<file path="src/rtl/sdram_port_arbiter.sv">
// Two-master round-robin arbiter in front of one SDRAM controller port.
// Read responses are routed back in order through a 1-bit owner FIFO.
module sdram_port_arbiter #(
   parameter int ADDR_W      = 25,
   parameter int DATA_W      = 16,
   parameter int BE_W        = DATA_W / 8,
   parameter int MAX_PENDING = 4,
   parameter int MAX_HOLD    = 8
) (
   input  logic                          clk_clk,
   input  logic                          reset_reset,
   input  logic [ADDR_W-1:0]             m0_address,
   input  logic                          m0_read,
   input  logic                          m0_write,
   input  logic [DATA_W-1:0]             m0_writedata,
   input  logic [BE_W-1:0]               m0_byteenable,
   output logic                          m0_waitrequest,
   output logic [DATA_W-1:0]             m0_readdata,
   output logic                          m0_readdatavalid,
   input  logic [ADDR_W-1:0]             m1_address,
   input  logic                          m1_read,
   input  logic                          m1_write,
   input  logic [DATA_W-1:0]             m1_writedata,
   input  logic [BE_W-1:0]               m1_byteenable,
   output logic                          m1_waitrequest,
   output logic [DATA_W-1:0]             m1_readdata,
   output logic                          m1_readdatavalid,
   output logic [ADDR_W-1:0]             s_address,
   output logic                          s_read,
   output logic                          s_write,
   output logic [DATA_W-1:0]             s_writedata,
   output logic [BE_W-1:0]               s_byteenable,
   input  logic                          s_waitrequest,
   input  logic [DATA_W-1:0]             s_readdata,
   input  logic                          s_readdatavalid,
   output logic [$clog2(MAX_PENDING):0]  pending_cnt,
   output logic                          err_unexpected_rdv
);

   localparam int PTR_W  = $clog2(MAX_PENDING);
   localparam int HOLD_W = $clog2(MAX_HOLD + 1);
   localparam logic [PTR_W:0]    FULL_CNT  = (PTR_W + 1)'(MAX_PENDING);
   localparam logic [HOLD_W-1:0] HOLD_LAST = HOLD_W'(MAX_HOLD - 1);

   typedef enum logic [1:0] {IDLE, GNT0, GNT1} state_t;

   state_t              state_q, state_d;
   logic                last_gnt_q, last_gnt_d;
   logic [HOLD_W-1:0]   hold_q, hold_d;
   logic [MAX_PENDING-1:0] fifo_q;
   logic [PTR_W-1:0]    wr_ptr_q, rd_ptr_q;
   logic [PTR_W:0]      cnt_q;
   logic                err_q;

   logic req0, req1, sel1, granted;
   logic own_req, oth_req;
   logic mx_read, mx_write, rd_eff;
   logic fifo_full, fifo_empty, head;
   logic stall, accept, push, pop;

   assign req0    = m0_read | m0_write;
   assign req1    = m1_read | m1_write;
   assign sel1    = (state_q == GNT1);
   assign granted = (state_q != IDLE) & ~reset_reset;
   assign own_req = sel1 ? req1 : req0;
   assign oth_req = sel1 ? req0 : req1;

   assign mx_read  = sel1 ? m1_read  : m0_read;
   assign mx_write = sel1 ? m1_write : m0_write;
   // write wins if a master illegally asserts both
   assign rd_eff   = mx_read & ~mx_write;

   assign fifo_full  = (cnt_q == FULL_CNT);
   assign fifo_empty = (cnt_q == '0);
   assign head       = fifo_q[rd_ptr_q];

   assign s_address    = sel1 ? m1_address    : m0_address;
   assign s_writedata  = sel1 ? m1_writedata  : m0_writedata;
   assign s_byteenable = sel1 ? m1_byteenable : m0_byteenable;
   assign s_read       = granted & rd_eff & ~fifo_full;
   assign s_write      = granted & mx_write;

   assign stall          = s_waitrequest | (rd_eff & fifo_full);
   assign m0_waitrequest = ~(granted & ~sel1) | stall;
   assign m1_waitrequest = ~(granted & sel1) | stall;

   assign accept = (s_read | s_write) & ~s_waitrequest;
   assign push   = s_read & ~s_waitrequest;
   assign pop    = s_readdatavalid & ~fifo_empty;

   assign m0_readdata      = s_readdata;
   assign m1_readdata      = s_readdata;
   assign m0_readdatavalid = pop & ~head;
   assign m1_readdatavalid = pop & head;

   assign pending_cnt        = cnt_q;
   assign err_unexpected_rdv = err_q;

   always_comb begin
      state_d    = state_q;
      hold_d     = hold_q;
      last_gnt_d = last_gnt_q;
      case (state_q)
         IDLE: begin
            if (req0 && (!req1 || last_gnt_q)) state_d = GNT0;
            else if (req1)                     state_d = GNT1;
         end
         GNT0, GNT1: begin
            if (!own_req) begin
               hold_d  = '0;
               state_d = oth_req ? (sel1 ? GNT0 : GNT1) : IDLE;
            end else if (accept) begin
               if (hold_q == HOLD_LAST) begin
                  hold_d = '0;
                  if (oth_req) state_d = sel1 ? GNT0 : GNT1;
               end else begin
                  hold_d = hold_q + 1'b1;
               end
            end
         end
         default: state_d = IDLE;
      endcase
      if (state_d == GNT0)      last_gnt_d = 1'b0;
      else if (state_d == GNT1) last_gnt_d = 1'b1;
   end

   always_ff @(posedge clk_clk) begin
      if (reset_reset) begin
         state_q    <= IDLE;
         last_gnt_q <= 1'b1;
         hold_q     <= '0;
         fifo_q     <= '0;
         wr_ptr_q   <= '0;
         rd_ptr_q   <= '0;
         cnt_q      <= '0;
         err_q      <= 1'b0;
      end else begin
         state_q    <= state_d;
         last_gnt_q <= last_gnt_d;
         hold_q     <= hold_d;
         if (push) begin
            fifo_q[wr_ptr_q] <= sel1;
            wr_ptr_q         <= wr_ptr_q + 1'b1;
         end
         if (pop) rd_ptr_q <= rd_ptr_q + 1'b1;
         case ({push, pop})
            2'b10:   cnt_q <= cnt_q + 1'b1;
            2'b01:   cnt_q <= cnt_q - 1'b1;
            default: cnt_q <= cnt_q;
         endcase
         if (s_readdatavalid && fifo_empty) err_q <= 1'b1;
      end
   end

endmodule
</file>
<file path="config.mk">
export PLATFORM = sky130hd
export DESIGN_NAME = sdram_port_arbiter
export DESIGN_NICKNAME = d
export VERILOG_FILES = /design/src/rtl/sdram_port_arbiter.sv
export SDC_FILE = /design/constraint.sdc
export NUM_CORES = 1
export LEC_CHECK = 0
export CORE_MARGIN = 3
export CORE_UTILIZATION = 28
export DETAILED_ROUTE_END_ITERATION = 7
export GPL_TIMING_DRIVEN = 0
export HOLD_SLACK_MARGIN = 0.08
export PLACE_DENSITY = 0.78
export SLEW_MARGIN = 20
export SYNTH_ARGS = -nofsm -noshare
export SYNTH_HDL_FRONTEND = slang
export SYNTH_SLANG_ARGS = --single-unit
</file>
<file path="constraint.sdc">
create_clock -name clk_clk -period 2.3 [get_ports clk_clk]
set_input_delay 0.46 -clock clk_clk [delete_from_list [all_inputs] [get_ports clk_clk]]
set_output_delay 0.46 -clock clk_clk [all_outputs]
set_load 0.005 [all_outputs]
</file>
==> results.sh <==
# implementation run metrics
export IMPL_violations="negative setup slack"
export IMPL_die_area_sq_um=8530
export IMPL_htreeDepth=1
export IMPL_outcome="complete, but fails checks"
export IMPL_cellPowerDensity_nw_per_um2=437
export IMPL_logic_area_sq_um=1500
export IMPL_worst_slack_ns=-0.236
export IMPL_drc_errors=0
export IMPL_syn_inst=246
export IMPL_grtUsageMet1_pct=18.9
export IMPL_cts_resized=54
export IMPL_adder_share_pct=6.95
export IMPL_floorplan_nets=367
export IMPL_yosysChipArea_sq_um=2090
export IMPL_warnings=34
export IMPL_slew_limit_headroom_pct=70.2
export IMPL_grt_util_met3_pct=4.22
export IMPL_final_clkbuf_count=3
export IMPL_postPlaceCellArea_sq_um=4030
export IMPL_peakVddDrop_uv=211
export IMPL_wl_met2_mm=4.11
export IMPL_io_pins=195
export IMPL_setup_viol=45
export IMPL_syn_to_final_growth_pct=110
export IMPL_dpl_hpwl_mm=6.18
export IMPL_min_path_type="reg2reg"
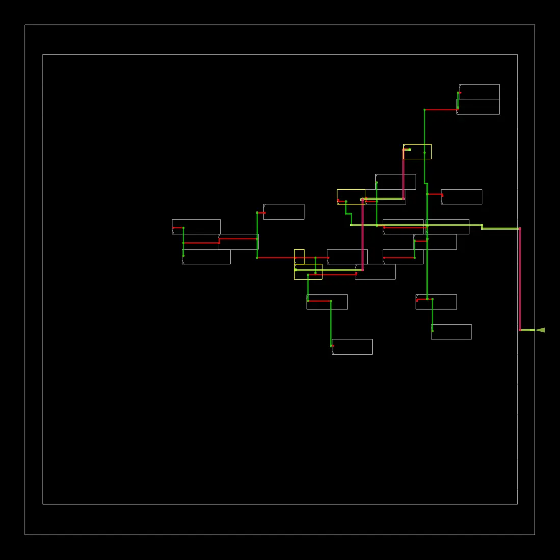
clock_nets.png
CTS Buf Count: 3
FF+latch count: 19

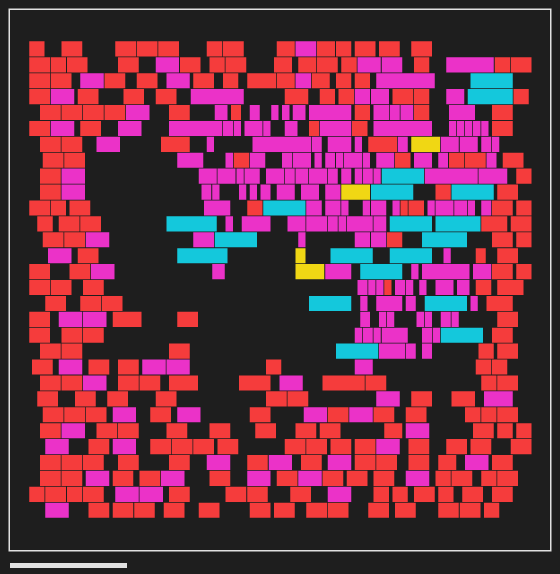
class_map.png
The bar under the picture is 20 um long.
Key: clock drivers and dummy loads = yellow [cells 4, share of their area 1.1%]; remaining buffers and delay cells = red [cells 239, share of their area 53%]; registers = cyan [cells 19, share of their area 9.2%]; remaining logic cells = magenta [cells 183, share of their area 36%]

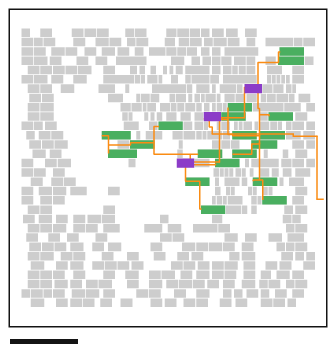
clock_wires.png
The bar under the picture is 20 um long.
Key: clock wires = orange [length 263 um]; flip-flops = green [count 19]; clock-net drivers = purple [count 3]
There are 4 routed clock nets.

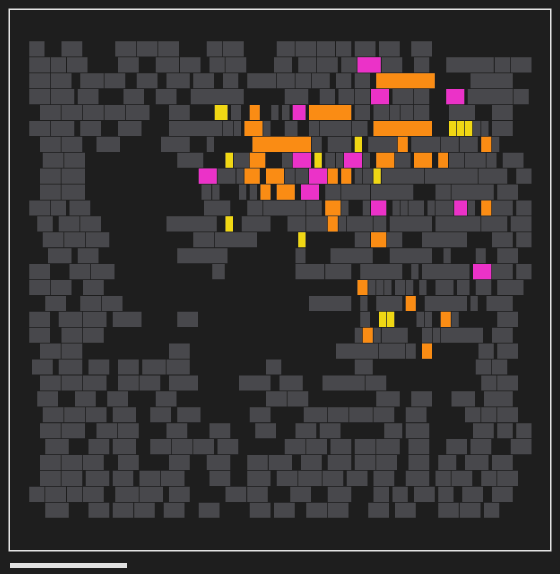
gates.png
The bar under the picture is 20 um long.
Key: aoi and oai cells = orange [cells 27]; and/or cells = magenta [cells 12]; inv cells = yellow [cells 12]

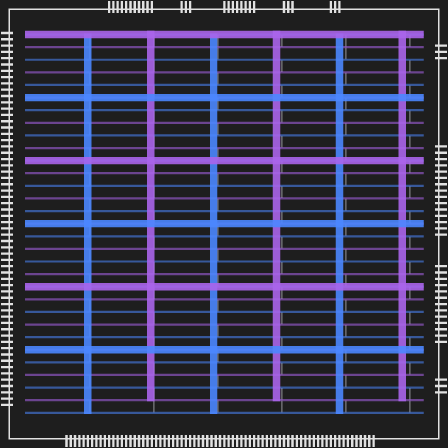
floorplan.png
Pins as bars on the die edge. Tap cells in gray.
Key: VDD = purple; VSS = blue
6 straps on met4. The core has 30 rows. 31 met1 rails follow the rows. 96 tap cells.

